==> config.mk <==
export PLATFORM = sky130hd
export DESIGN_NAME = seg7_scan_driver_flat
export DESIGN_NICKNAME = d
export VERILOG_FILES = /design/src/rtl/seg7_scan_if.sv /design/src/rtl/seg7_scan_driver.sv /design/src/flat_wrapper.sv
export SDC_FILE = /design/constraint.sdc
export NUM_CORES = 1
export LEC_CHECK = 0
export ABC_AREA = 1
export CAP_MARGIN = 20
export CORE_ASPECT_RATIO = 0.8
export CORE_UTILIZATION = 59
export DETAILED_ROUTE_END_ITERATION = 7
export GPL_TIMING_DRIVEN = 0
export PLACE_DENSITY = 0.87
export SLEW_MARGIN = 10
export SYNTH_ARGS = -nofsm -noshare
export SYNTH_HDL_FRONTEND = slang
export SYNTH_SLANG_ARGS = --single-unit
export TNS_END_PERCENT = 30
==> constraint.sdc <==
create_clock -name clk -period 4.95 [get_ports clk]
set_input_delay 0.7425 -clock clk [delete_from_list [all_inputs] [get_ports clk]]
set_output_delay 0.7425 -clock clk [all_outputs]
set_load 0.02 [all_outputs]
==> src/rtl/seg7_scan_if.sv <==
// Bundle between the BCD digit source and the 7-segment scan driver.
// Latency: n/a (wires only).
// Backpressure: none; the source drives levels, the driver samples them once per frame.
//
// Ports / signals:
//   en      source -> driver   1: scan and display, 0: display dark
//   bcd_in  source -> driver   digit k at bcd_in[4k+3:4k], digit 0 least significant
//   dp_in   source -> driver   decimal point request per digit
//   seg     driver -> panel    segments {g,f,e,d,c,b,a}, physical level
//   dp      driver -> panel    decimal point segment, physical level
//   sel     driver -> panel    digit selects, sel[k] drives digit k, physical level
interface seg7_scan_if #(
   parameter int NUM_DIG = 4
);
   logic                   en;
   logic [4*NUM_DIG-1:0]   bcd_in;
   logic [NUM_DIG-1:0]     dp_in;
   logic [6:0]             seg;
   logic                   dp;
   logic [NUM_DIG-1:0]     sel;

   modport master (
      output en, bcd_in, dp_in,
      input  seg, dp, sel
   );

   modport slave (
      input  en, bcd_in, dp_in,
      output seg, dp, sel
   );
endinterface

==> src/rtl/seg7_scan_driver.sv <==
// Multiplexed 7-segment driver: per-frame digit snapshot, LZ blanking, dash for bad codes.
// Latency: outputs registered, one cycle after the prescaler/slot/snapshot state.
// Backpressure: none; inputs are sampled only at frame start, never stalled.
//
// Ports:
//   clk    system clock
//   rst_n  asynchronous active-low reset, all outputs forced to their inactive level
//   bus    seg7_scan_if.slave: en/bcd_in/dp_in in, seg/dp/sel out
module seg7_scan_driver #(
   parameter int NUM_DIG        = 4,
   parameter int SCAN_DIV       = 50000,
   parameter int BLANK_CYC      = 500,
   parameter bit SEG_ACTIVE_LOW = 1'b1,
   parameter bit SEL_ACTIVE_LOW = 1'b1,
   parameter bit BLANK_LZ       = 1'b1
) (
   input  logic        clk,
   input  logic        rst_n,
   seg7_scan_if.slave  bus
);

   localparam int CNT_W = (SCAN_DIV > 1) ? $clog2(SCAN_DIV) : 1;
   localparam int IDX_W = (NUM_DIG > 1) ? $clog2(NUM_DIG) : 1;

   // Physical levels for "everything off".
   localparam logic [6:0]         SEG_OFF = {7{SEG_ACTIVE_LOW}};
   localparam logic               DP_OFF  = SEG_ACTIVE_LOW;
   localparam logic [NUM_DIG-1:0] SEL_OFF = {NUM_DIG{SEL_ACTIVE_LOW}};

   logic [CNT_W-1:0]     cnt_q, cnt_d;
   logic [IDX_W-1:0]     idx_q, idx_d;
   logic [4*NUM_DIG-1:0] shadow_bcd_q, shadow_bcd_d;
   logic [NUM_DIG-1:0]   shadow_dp_q, shadow_dp_d;
   logic                 load_pend_q, load_pend_d;
   logic [6:0]           seg_q, seg_d;
   logic                 dp_q, dp_d;
   logic [NUM_DIG-1:0]   sel_q, sel_d;

   logic                 slot_end;
   logic                 frame_end;
   logic [NUM_DIG-1:0]   lz_blank;
   logic                 zero_run;
   logic [3:0]           cur_bcd;
   logic                 cur_dp;
   logic                 cur_blank;
   logic [6:0]           seg_act;
   logic                 dp_act;
   logic [NUM_DIG-1:0]   sel_act;

   // Active-high glyphs; codes 10..15 show a dash so a bad digit is visible.
   function automatic logic [6:0] decode(input logic [3:0] v);
      logic [6:0] g;
      case (v)
         4'd0:    g = 7'h3F;
         4'd1:    g = 7'h06;
         4'd2:    g = 7'h5B;
         4'd3:    g = 7'h4F;
         4'd4:    g = 7'h66;
         4'd5:    g = 7'h6D;
         4'd6:    g = 7'h7D;
         4'd7:    g = 7'h07;
         4'd8:    g = 7'h7F;
         4'd9:    g = 7'h6F;
         default: g = 7'h40;
      endcase
      return g;
   endfunction

   // Leading-zero mask: walk down from the most significant digit while the
   // digit and its decimal point are both zero. Digit 0 is never blanked.
   always_comb begin
      zero_run = 1'b1;
      lz_blank = '0;
      for (int k = NUM_DIG - 1; k >= 1; k--) begin
         zero_run    = zero_run & (shadow_bcd_q[4*k +: 4] == 4'd0) & ~shadow_dp_q[k];
         lz_blank[k] = zero_run & BLANK_LZ;
      end
   end

   // Select the digit for the current slot without a variable part-select.
   always_comb begin
      cur_bcd   = 4'd0;
      cur_dp    = 1'b0;
      cur_blank = 1'b0;
      for (int k = 0; k < NUM_DIG; k++) begin
         if (idx_q == IDX_W'(k)) begin
            cur_bcd   = shadow_bcd_q[4*k +: 4];
            cur_dp    = shadow_dp_q[k];
            cur_blank = lz_blank[k];
         end
      end
   end

   always_comb begin
      slot_end  = (cnt_q == CNT_W'(SCAN_DIV - 1));
      frame_end = slot_end && (idx_q == IDX_W'(NUM_DIG - 1));

      cnt_d        = cnt_q;
      idx_d        = idx_q;
      shadow_bcd_d = shadow_bcd_q;
      shadow_dp_d  = shadow_dp_q;
      load_pend_d  = load_pend_q;

      if (!bus.en) begin
         // Scan held at digit 0 slot start; next enable takes a fresh snapshot.
         cnt_d       = '0;
         idx_d       = '0;
         load_pend_d = 1'b1;
      end else begin
         if (load_pend_q || frame_end) begin
            shadow_bcd_d = bus.bcd_in;
            shadow_dp_d  = bus.dp_in;
            load_pend_d  = 1'b0;
         end
         if (slot_end) begin
            cnt_d = '0;
            idx_d = frame_end ? '0 : idx_q + IDX_W'(1);
         end else begin
            cnt_d = cnt_q + CNT_W'(1);
         end
      end

      // Blank phase at slot start keeps all selects off so the previous
      // digit's segments cannot ghost onto the next digit.
      seg_act = '0;
      dp_act  = 1'b0;
      sel_act = '0;
      if (bus.en && (cnt_q >= CNT_W'(BLANK_CYC))) begin
         sel_act = NUM_DIG'(1) << idx_q;
         if (!cur_blank) begin
            seg_act = decode(cur_bcd);
            dp_act  = cur_dp;
         end
      end

      seg_d = seg_act ^ SEG_OFF;
      dp_d  = dp_act ^ DP_OFF;
      sel_d = sel_act ^ SEL_OFF;
   end

   always_ff @(posedge clk or negedge rst_n) begin
      if (!rst_n) begin
         cnt_q        <= '0;
         idx_q        <= '0;
         shadow_bcd_q <= '0;
         shadow_dp_q  <= '0;
         load_pend_q  <= 1'b1;
         seg_q        <= SEG_OFF;
         dp_q         <= DP_OFF;
         sel_q        <= SEL_OFF;
      end else begin
         cnt_q        <= cnt_d;
         idx_q        <= idx_d;
         shadow_bcd_q <= shadow_bcd_d;
         shadow_dp_q  <= shadow_dp_d;
         load_pend_q  <= load_pend_d;
         seg_q        <= seg_d;
         dp_q         <= dp_d;
         sel_q        <= sel_d;
      end
   end

   assign bus.seg = seg_q;
   assign bus.dp  = dp_q;
   assign bus.sel = sel_q;

endmodule

==> src/flat_wrapper.sv <==
// flat-port wrapper written by rule: the top's interface ports become plain ports
module seg7_scan_driver_flat 
#(
   parameter int NUM_DIG        = 4,
   parameter int SCAN_DIV       = 50000,
   parameter int BLANK_CYC      = 500,
   parameter bit SEG_ACTIVE_LOW = 1'b1,
   parameter bit SEL_ACTIVE_LOW = 1'b1,
   parameter bit BLANK_LZ       = 1'b1
)
  (clk, rst_n, bus_en, bus_bcd_in, bus_dp_in, bus_seg, bus_dp, bus_sel);
  seg7_scan_if #(.NUM_DIG(NUM_DIG)) bus_i ();
  input  logic clk;
  input  logic rst_n;
  input wire logic [$bits(bus_i.en)-1:0] bus_en;
  input wire logic [$bits(bus_i.bcd_in)-1:0] bus_bcd_in;
  input wire logic [$bits(bus_i.dp_in)-1:0] bus_dp_in;
  output wire logic [$bits(bus_i.seg)-1:0] bus_seg;
  output wire logic [$bits(bus_i.dp)-1:0] bus_dp;
  output wire logic [$bits(bus_i.sel)-1:0] bus_sel;
  assign bus_i.en = bus_en;
  assign bus_i.bcd_in = bus_bcd_in;
  assign bus_i.dp_in = bus_dp_in;
  assign bus_seg = bus_i.seg;
  assign bus_dp = bus_i.dp;
  assign bus_sel = bus_i.sel;
  seg7_scan_driver #(.NUM_DIG(NUM_DIG), .SCAN_DIV(SCAN_DIV), .BLANK_CYC(BLANK_CYC), .SEG_ACTIVE_LOW(SEG_ACTIVE_LOW), .SEL_ACTIVE_LOW(SEL_ACTIVE_LOW), .BLANK_LZ(BLANK_LZ)) u_core (.clk(clk), .rst_n(rst_n), .bus(bus_i));
endmodule
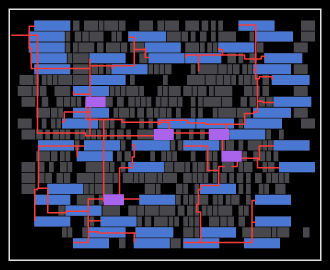
Figure 1: run 1, clock network drawn from the DEF.
Scale: 4 px per um.
legend:
  red:
    item: clock wires
    length: 531 um
  blue:
    item: flip-flops
    count: 51
  purple:
    item: clock drivers
    count: 5
routed clock nets: 6
flops lie: widely spread
clk pwr: 0.244 mW
clk_lat worst skew: 300 ps

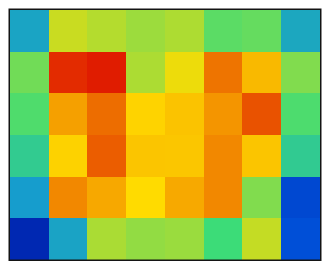
Figure 2: run 1, cell area per tile.
Scale: 4 px per um. 8 x 6 tiles, from dark blue (low) to red (high), 0 to 100% covered.
fullest tile: 97%
tiles over 75% full: 44%
densest ninth of the die: center
final core occ: 0.7476
core outline area: 4283 sq um

==> reports/results.tsv, run 1 <==
stage	metric	value	unit
placed_design	GPL Wtd Cong	0.8315	
run	Log Warnings	35	
cts	CTS clk-pin slew, worst paths	90	ps
critical_path	arrival time at the worst endpoint	1430	ps
grt	largest net degree at the start of global routing	37	
critical_path	worst reg2reg setup slack	2890	ps
synth	Post-synth seq share	0.4805	
layout	Leading cell kind	flip-flops and latches	
final_timing	Hold Violations, Final	0	
outcome	outcome	complete, no violations	
final_timing	worst hold slack	346.3	ps
layout	NonClk Buf Share	0.1321	
pwr	power density over the cells	284.0	nW/um^2
layout	Seq cells	51	
floorplan	die area	4835	sq um
synth	number of enable flip-flop cells	0	
detailed_routing	DRC viols	0	
synth	Synth cell types	34	
synth	Yosys Chip Area	2690	sq um
detailed_routing	Initial DRT Pass Iterations	4	
placed_design	Placement Cell Area	3107	sq um
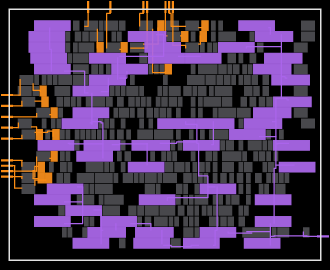
Figure 3: run 1, nets reached from selected ports.
Scale: 4 px per um.
legend:
  orange:
    port: bus_bcd_in
    bits: 16
    direction: input
    edge: 9 west, 7 north
    end_cells: 16
    buffers: 16
    wire: 168 um
  purple:
    port: rst_n
    bits: 1
    direction: input
    edge: east
    end_cells: 51
    buffers: 2
    wire: 334 um
number of I/O pins: 35
Port Buf Inserts: 33

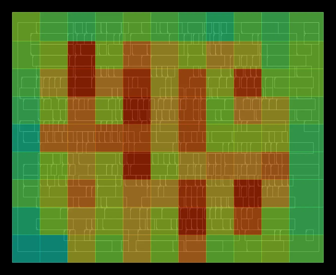
Figure 4: run 1, routing congestion map.
Routed wire per std cell: 12.81 um
GRT busiest layer: met2

run 1: report_power, final:
part	switching, mW	total [mW]	internal [mW]	leakage [nW]
registers	0.0195	0.462	0.442	0.631
clock network	0.130	0.244	0.115	0.0484
logic	0.126	0.203	0.0774	0.879
run 1: cells in the mapped netlist (4+ instances only):
cell type   n
nor3_1      7
nand2_1    98
inv_1      33
dfrtp_1    38
a21oi_1     7
nand2_2     4
ha_1       11
buf_6       4
dfstp_2    13
nand3_1    42
nor2_1     31
o21ai_0     6
run 1: per-layer routing:
metal,track usage,vias up,share of wire
met1,0.3438,1058,0.48
li1,-,1130,-
met4,0.09198,0,0.020
met2,0.4226,66,0.46
met3,0.04818,13,0.043
met5,0,-,0
Figure 5. The metal 3 layer (run 1).
Scale: 6 px per um.
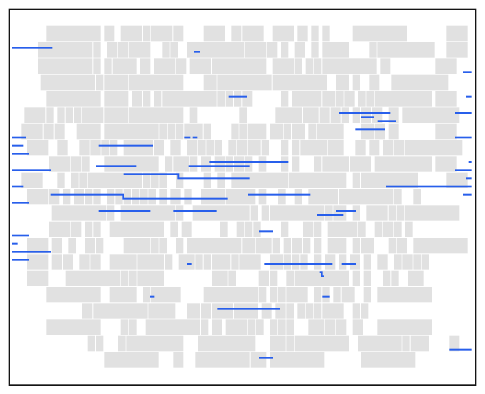

==> run 2: changes to the inputs <==
Settings changed: CORE_UTILIZATION 59 to 50, PLACE_DENSITY 0.87 to 0.79.
Clock period 4.95 ns to 2 ns, I/O delays scaled along.
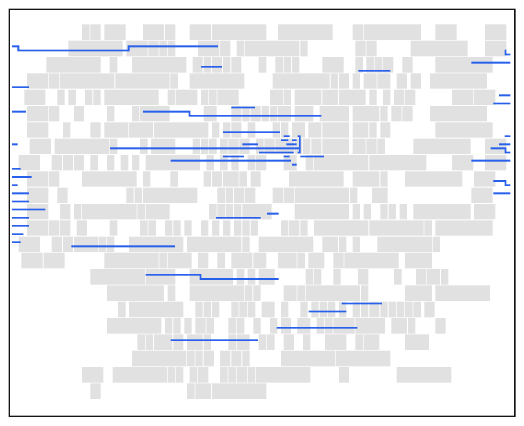
Figure 6: run 2, the metal 3 layer.
Scale: 6 px per um.
main direction: horizontal
wire length on this layer: 306 um
longest straight run: 31.5 um
share of all routed wire: 5.6%
via count: 2239
Post-Route WL: 5494 um
met3 usage: 0.05134

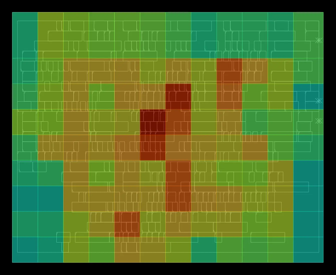
Figure 7: run 2, routing congestion map.
Routed wire per std cell: 12.54 um
final core occ: 0.6387

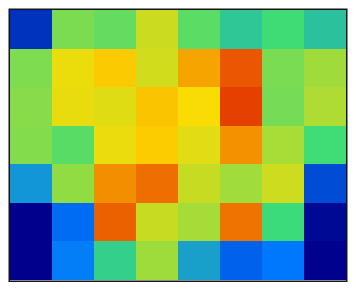
Figure 8: run 2, cell area per tile.
Scale: 4 px per um. 8 x 7 tiles, from dark blue (low) to red (high), 0 to 100% covered.
mean over tiles: 56%
densest ninth of the die: center
nearly empty tiles: 7.1%
tiles over 75% full: 20%
fullest tile: 93%
core outline area: 5094 sq um
Pre-Place Util: 0.5281

==> reports/results.tsv, run 2 <==
stage	metric	value	unit
outcome	outcome	complete, but fails checks	
outcome	violated checks	DRC	
placed_design	Port Buf Inserts	33	
final_timing	Hold Violations, Final	0	
pwr	P_sw	0.6958	mW
grt	largest net degree at the start of global routing	39	
critical_path	arrival time at the worst endpoint	2100	ps
detailed_routing	Initial DRT Pass Iterations	7	
placed_design	GPL Wtd Cong	0.8686	
pwr	clock network fraction of total power	0.258	
synth	most numerous cell in the Yosys netlist	nand2_1	
cts	CTS clk-pin slew, worst paths	90	ps
floorplan	number of I/O pins	35	
detailed_routing	DRC viols	6	
run	Log Warnings	35	
detailed_routing	top sig layer	met4	
grt	GRT busiest layer	met2	
grt	met2 usage	0.3207	
pwr	clk pwr	0.580	mW
detailed_routing	WL met3	306	um
grt	met1 GRT Util	0.2846	
pwr	Top power group	registers	
layout	Seq cells	51	
layout	NonClk Buf Share	0.1354	
placed_design	Placement Cell Area	3113	sq um
pwr	P_seq	1.15	mW
==> run 2: path summary, 6_finish.rpt <==
path	from	endpoint	slack, ps	cells after the start
setup reg to reg	u_core.idx_q[1]$_DFFE_PN0P_	u_core.bus.seg[5]$_DFF_PN1_	130	12
min in group asynchronous	rst_n	u_core.cnt_q[2]$_DFF_PN0_	410	2
hold / removal	bus_en	u_core.load_pend_q$_DFFE_PN1P_	270	2
hold reg to reg	u_core.shadow_bcd_q[12]$_DFFE_PN0P_	u_core.shadow_bcd_q[12]$_DFFE_PN0P_	490	2
setup / recovery	u_core.idx_q[1]$_DFFE_PN0P_	u_core.bus.seg[5]$_DFF_PN1_	130	12
max in group asynchronous	rst_n	u_core.bus.seg[4]$_DFF_PN1_	1020	3
==> run 3: changes to the inputs <==
Settings changed: ABC_CLOCK_PERIOD_IN_PS set to 2000.
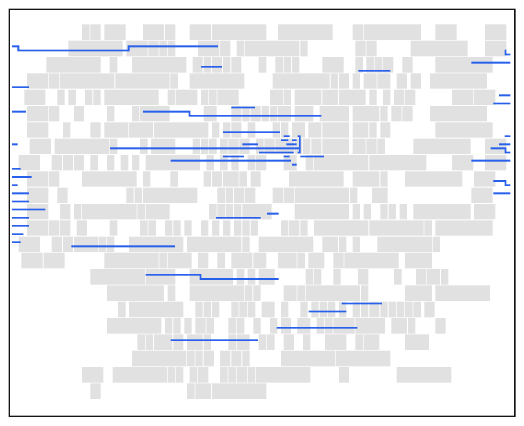
Figure 9: run 3, the metal 3 layer.
Scale: 6 px per um.
wire length on this layer: 306 um
share of all routed wire: 5.6%

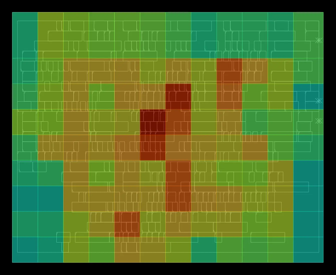
Figure 10: run 3, routing congestion map.
GRT Overall Usage: 0.2047
met1 GRT Util: 0.2846
met2 usage: 0.3207

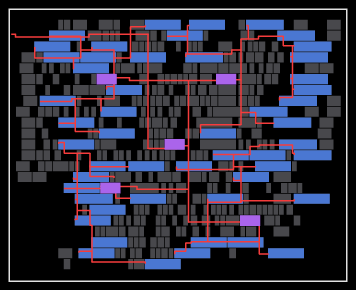
Figure 11: run 3, clock network drawn from the DEF.
Scale: 4 px per um.
legend:
  blue:
    item: flip-flops
    count: 51
  red:
    item: clock wires
    length: 636 um
  purple:
    item: clock drivers
    count: 5
routed clock nets: 6
flops lie: widely spread
clock network fraction of total power: 0.258
clk pwr: 0.580 mW
clk_lat worst skew: 310 ps
Max Clock Skew: 9.987 ps

==> reports/results.tsv, run 3 <==
stage	metric	value	unit
detailed_routing	via count	2239	
critical_path	worst r2r dst	u_core.bus.seg[5]$_DFF_PN1_	
synth	most numerous cell in the Yosys netlist	nand2_1	
floorplan	core outline area	5094	sq um
floorplan	Pre-Place Util	0.5281	
critical_path	worst reg2reg startpoint	u_core.idx_q[1]$_DFFE_PN0P_	
final_timing	worst hold slack	272.5	ps
outcome	violated checks	DRC	
synth	Post-synth seq share	0.4805	
detailed_routing	Post-Route WL	5494	um
synth	number of enable flip-flop cells	0	
placed_design	Port Buf Inserts	33	
detailed_routing	Routed wire per std cell	12.54	um
grt	largest net degree at the start of global routing	39	
critical_path	worst reg2reg setup slack	130	ps
synth	Yosys Chip Area	2690	sq um
synth	Synth cell types	34	
grt	first-pass GRT wire length	8935	um
cts	CTS clk-pin slew, worst paths	90	ps
critical_path	CP Depth	12	
layout	final core occ	0.6387	
synth	synth cell count leaders	nand2_1, nand3_1, dfrtp_1	
pwr	power density over the cells	691.3	nW/um^2
outcome	outcome	complete, but fails checks	
floorplan	die area	5679	sq um
final_timing	Hold Violations, Final	0	
critical_path	worst setup path endpoint	u_core.bus.seg[5]$_DFF_PN1_	
placed_design	Placement Cell Area	3113	sq um
grt	vias in the first global route	1955	
critical_path	arrival time at the worst endpoint	2100	ps
detailed_routing	DRC viols	6	
layout	cell area after layout	3253	sq um
placed_design	GPL Wtd Cong	0.8686	
hold_path	Hold EP	u_core.load_pend_q$_DFFE_PN1P_	
hold_path	hold_sp	bus_en	
floorplan	number of I/O pins	35	
hold_path	Hold Crit Depth	2	
==> run 3: cell counts in the layout (fill, tap and decap cells not counted) <==
Identical to the previous run, type by type.
==> run 3: final cells by class <==
cell class                      count  area [sq um]
Timing Repair Buffer               36         362.8
Tap cell                           62         77.57
Clock buffer                        8         80.08
Multi-Input combinational cell    235          1222
Inverter                           37         140.1
Sequential cell                    51          1292
Fill cell                         437          1841
Buffer                              9         77.57
==> run 3: layer usage <==
metal  global-route usage  part of all wire
met1               0.2846              0.49
met2               0.3207              0.44
met3              0.05134             0.056
met4              0.05819             0.013
met5                    0                 0
==> run 3: where the power goes <==
| part | internal (mW) | switching, mW |
|---|---|---|
| sequential | 1.09 | 0.0525 |
| clock | 0.249 | 0.331 |
| combinational | 0.209 | 0.312 |
Power figures rest on the tool's default switching activity, not on a simulated workload.
